**Metal 3**

Bar = 50 microns.
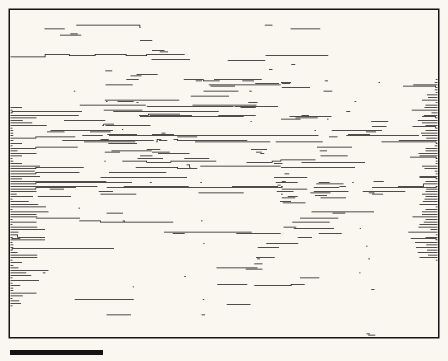
**Sequential cells grouped by signal name**

Bar = 50 microns.
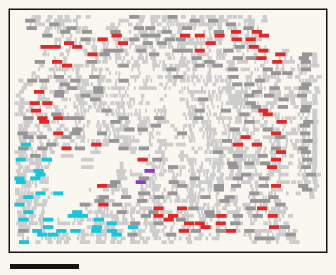
**Placement density heat map**

23 x 18 tiles, from white (low) to dark blue (high), 0 to 100% covered.
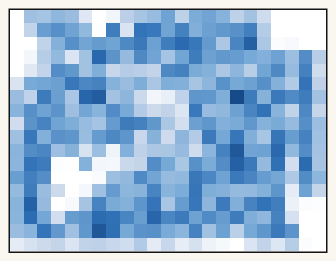
**Placement by cell class**

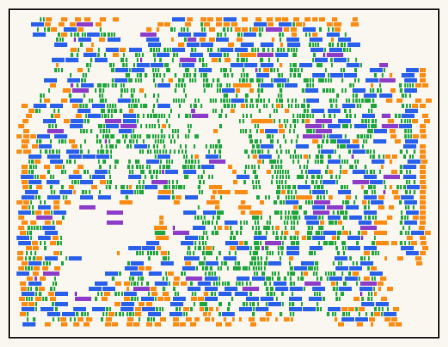
--- config.mk ---
export PLATFORM = sky130hd
export DESIGN_NAME = ifetch_ctl
export DESIGN_NICKNAME = d
export VERILOG_FILES = /design/src/rtl/ifetch_ctl.sv
export SDC_FILE = /design/constraint.sdc
export NUM_CORES = 1
export LEC_CHECK = 0
export ABC_AREA = 1
export ABC_CLOCK_PERIOD_IN_PS = 2240
export CORE_AREA = 3 3 226 172
export CTS_CLUSTER_SIZE = 24
export DETAILED_ROUTE_END_ITERATION = 8
export DIE_AREA = 0 0 229 175
export SYNTH_ARGS = -nofsm -noshare
export SYNTH_HDL_FRONTEND = slang
export SYNTH_SLANG_ARGS = --single-unit
--- constraint.sdc ---
create_clock -name clk -period 2.24 [get_ports clk]
set_clock_uncertainty 0.1 [all_clocks]
set_input_delay 0.336 -clock clk [delete_from_list [all_inputs] [get_ports clk]]
set_output_delay 0.336 -clock clk [all_outputs]
set_load 0.01 [all_outputs]
--- src/rtl/ifetch_ctl.sv ---
// ifetch_ctl -- fetch-stage PC sequencer and instruction-fetch controller.
//
// Owns the architectural fetch PC, keeps at most one request outstanding to
// instruction memory and hands 32-bit instruction words to decode through a
// single-entry output register. A redirect from execute (bj_en/bj_pc) squashes
// the held instruction, retargets the PC and marks any in-flight response for
// discard. A redirect to a target with bit 1 set raises fetch_fault and parks
// the sequencer in FAULT until an aligned redirect arrives.
//
// Ports
//   clk, rst                 clock, synchronous active-high reset
//   bj_en, bj_pc             redirect pulse and target from execute
//   stall                    decode cannot accept; inst_* hold
//   req_valid/ready/addr     imem request handshake (addr word aligned)
//   rsp_valid, rsp_data      imem response, one per accepted request
//   inst_valid, inst, inst_pc instruction to decode
//   fetch_fault, fault_pc    misaligned-redirect pulse and offending target

module ifetch_ctl #(
  parameter int unsigned           XLEN     = 64,
  parameter logic [XLEN-1:0]       RESET_PC = 64'h0000_1000
) (
  input  logic            clk,
  input  logic            rst,
  input  logic            bj_en,
  input  logic [XLEN-1:0] bj_pc,
  input  logic            stall,
  output logic            req_valid,
  input  logic            req_ready,
  output logic [XLEN-1:0] req_addr,
  input  logic            rsp_valid,
  input  logic [31:0]     rsp_data,
  output logic            inst_valid,
  output logic [31:0]     inst,
  output logic [XLEN-1:0] inst_pc,
  output logic            fetch_fault,
  output logic [XLEN-1:0] fault_pc
);

  typedef enum logic [1:0] {
    S_REQ   = 2'd0,
    S_WAIT  = 2'd1,
    S_FAULT = 2'd2
  } state_t;

  state_t          state_q, state_d;
  logic [XLEN-1:0] pc_q, pc_d;
  logic            drop_q, drop_d;        // in-flight response belongs to a squashed path
  logic            fpend_q, fpend_d;      // enter FAULT once the dropped response drains
  logic            hold_q, hold_d;        // request was offered but not yet accepted
  logic [XLEN-1:0] haddr_q, haddr_d;      // address frozen while a request is held
  logic            inst_valid_q, inst_valid_d;
  logic [31:0]     inst_q, inst_d;
  logic [XLEN-1:0] inst_pc_q, inst_pc_d;
  logic            fault_q, fault_d;
  logic [XLEN-1:0] fault_pc_q, fault_pc_d;

  logic slot_free;
  logic accept;
  logic misalign;
  logic busy_after;

  assign slot_free = ~inst_valid_q | ~stall;
  // Once offered, a request stays up (same address) until accepted, even if
  // the output slot fills or a redirect retargets the PC meanwhile.
  assign req_valid = ~rst & (state_q == S_REQ) & (hold_q | slot_free);
  assign req_addr  = hold_q ? haddr_q : pc_q;
  assign accept    = req_valid & req_ready;
  assign misalign  = bj_en & bj_pc[1];
  // A request is (or stays) in flight past this edge: offered in REQ, or
  // outstanding in WAIT with no response arriving now.
  assign busy_after = req_valid | ((state_q == S_WAIT) & ~rsp_valid);

  always_comb begin
    state_d      = state_q;
    pc_d         = pc_q;
    drop_d       = drop_q;
    fpend_d      = fpend_q;
    hold_d       = req_valid & ~req_ready;
    haddr_d      = req_addr;
    inst_valid_d = inst_valid_q & stall;   // consumed unless decode stalls
    inst_d       = inst_q;
    inst_pc_d    = inst_pc_q;
    fault_d      = 1'b0;
    fault_pc_d   = fault_pc_q;

    unique case (state_q)
      S_REQ: begin
        if (accept) state_d = S_WAIT;
      end
      S_WAIT: begin
        if (rsp_valid) begin
          if (drop_q) begin
            drop_d  = 1'b0;
            fpend_d = 1'b0;
            state_d = fpend_q ? S_FAULT : S_REQ;
          end else if (!bj_en) begin
            inst_d       = rsp_data;
            inst_pc_d    = pc_q;
            inst_valid_d = 1'b1;
            pc_d         = pc_q + XLEN'(4);
            state_d      = S_REQ;
          end else begin
            state_d = S_REQ;
          end
        end
      end
      S_FAULT: begin
        state_d = S_FAULT;
      end
      default: state_d = S_REQ;
    endcase

    // Redirect overrides everything above; the last one in a burst wins.
    if (bj_en) begin
      inst_valid_d = 1'b0;
      pc_d         = bj_pc;
      if (busy_after) begin
        drop_d  = 1'b1;
        fpend_d = misalign;
      end else begin
        drop_d  = 1'b0;
        fpend_d = 1'b0;
        state_d = misalign ? S_FAULT : S_REQ;
      end
      if (misalign) begin
        fault_d    = 1'b1;
        fault_pc_d = bj_pc;
      end
    end
  end

  always_ff @(posedge clk) begin
    if (rst) begin
      state_q      <= S_REQ;
      pc_q         <= RESET_PC;
      drop_q       <= 1'b0;
      fpend_q      <= 1'b0;
      hold_q       <= 1'b0;
      haddr_q      <= RESET_PC;
      inst_valid_q <= 1'b0;
      inst_q       <= '0;
      inst_pc_q    <= '0;
      fault_q      <= 1'b0;
      fault_pc_q   <= '0;
    end else begin
      state_q      <= state_d;
      pc_q         <= pc_d;
      drop_q       <= drop_d;
      fpend_q      <= fpend_d;
      hold_q       <= hold_d;
      haddr_q      <= haddr_d;
      inst_valid_q <= inst_valid_d;
      inst_q       <= inst_d;
      inst_pc_q    <= inst_pc_d;
      fault_q      <= fault_d;
      fault_pc_q   <= fault_pc_d;
    end
  end

  assign inst_valid  = inst_valid_q;
  assign inst        = inst_q;
  assign inst_pc     = inst_pc_q;
  assign fetch_fault = fault_q;
  assign fault_pc    = fault_pc_q;

endmodule

==> qor.yml <==
outcome: "finished, violations left"
violations_in_the_final_reports: "negative setup slack"
tritoncts: "done"
overall_chip_area_sq_um: 40100
setup-violations-final: 4
end_of_the_worst_register_to_register_path: "pc_q[62]$_SDFFE_PP0P_"
synth-edff-count: 0
grt_start_max_net_pins: 92
post_cts_hold_buffer_count: 0
min_delay_worst_type: "in -> reg"
ys_chip_area_sq_um: 12900
hold_viol: 0
first_global_vias: 12714
power_mw: 12.6
finalSetupTns_ns: -0.0418
rsz_0062_raised_after_global_routing: "true"
clk_root_buffer_cell: "clkbuf_16"
syn_to_final_growth_pct: 40.1
worst_slack_ns: -0.0175
power.switching_fraction: 0.255
netlist_area_sq_um: 12900
critPathLaunchType: "flip-flop"
fmax_mhz: 443
synth_cells: 1864
grt_use_met1: 0.346
post_cts_resized: 83
warnings: 28
busiest_layer: "met2"
flop_area_sq_um: 5910
synth_flop_count: 295
gr-usage-all-layers: 0.237
synth.lib_cells_used.distinct: 34
worst-setup-path-type: "reg -> out"
arrival_ns: 1.82
place_ws_ns: 0.0681
reg2reg_depth: 9
setup.worst_path.end: "req_addr[39]"
worstPathMaxFanout: 11
Notes on 'metal 3' above:
main direction	horizontal
longest straight run	112 microns
share of all routed wire	9.0%

Notes on 'sequential cells grouped by signal name' above:
name in the netlist	color	flops
haddr_q	red	64
state_q	purple	2
inst	cyan	32
not colored	197
power drawn by the sequential cells: 5.65 mW
fraction of area in registers: 0.328
utilization of the core after routing: 0.487

Notes on 'placement density heat map' above:
nearly empty tiles	8.5%
densest ninth of the die	middle right
fullest tile	90%
tiles over 75% full	3.6%
total core area: 36,900 sq um
Pre-Place Util: 0.348

Notes on 'placement by cell class' above:
class	color	cells	share of their area
sequential cells	blue	295	34%
clock drivers and dummy loads	purple	57	6.1%
remaining logic cells	green	1,470	38%
remaining buffers and delay cells	orange	397	22%

-- kinds of logic after synthesis --
family	synth area share
adder cells (fa/ha/maj)	0.000973
flip-flops	0.460
AND/OR/NAND/NOR	0.310
AND-OR/OR-AND	0.147
XOR/XNOR	0.00818
buffers and inverters	0.0737
-- cell usage in the layout (no fill, tap or decap), types with 24 or more instances in the layout --
cell type        Yosys  final
o21ai_0            135    134
nor2_1             399    398
a21oi_1            101    101
nand2_2             10     24
nand3_1             63     63
buf_4                4     53
dfxtp_1            295    294
clkbuf_2             0     32
clkdlybuf4s50_1      0    261
a22oi_1             36     36
inv_1              120    118
clkbuf_16            0     39
nand2_1            477    463
-- worst max-delay path, stage by stage (launching register included) --
cell,delay [ns]
dfxtp_4,0.44
clkinv_8,0.11
buf_4,0.15
clkbuf_16,0.17
nand2_1,0.09
nand2_1,0.06
dlygate4sd2_1,0.28
-- per-stage QoR --
stage / instances / utilization / hold slack (ns) / area [sq um]
6_report: 2723 / 0.487 / 0.146 / 18000
3_3_place_gp: 2657 / 0.457 / 0.350 / 16900
3_5_place_dp: 2657 / 0.457 / 0.356 / 16900
5_1_grt: 2723 / 0.487 / 0.151 / 18000
4_1_cts: 2717 / 0.487 / 0.113 / 18000
2_1_floorplan: 1864 / - / 0.308 / 12900
-- sequential cells by signal, summed over array words and instances (netlist names) --
register     cells
fpend_q          1
hold_q           1
pc_q            64
drop_q           1
haddr_q         64
fault_pc        64
inst_valid       1
inst_pc         64
fetch_fault      1
inst            32
state_q          2
-- area by class of cell --
class | instances | share of cell area
Tap cell | 504 | 0.0350
Timing Repair Buffer | 397 | 0.215
Inverter | 126 | 0.0272
Multi-Input combinational cell | 1344 | 0.336
Sequential cell | 295 | 0.328
Clock inverter | 6 | 0.00320
Clock buffer | 51 | 0.0560
Power figures rest on the tool's default switching activity, not on a simulated workload.
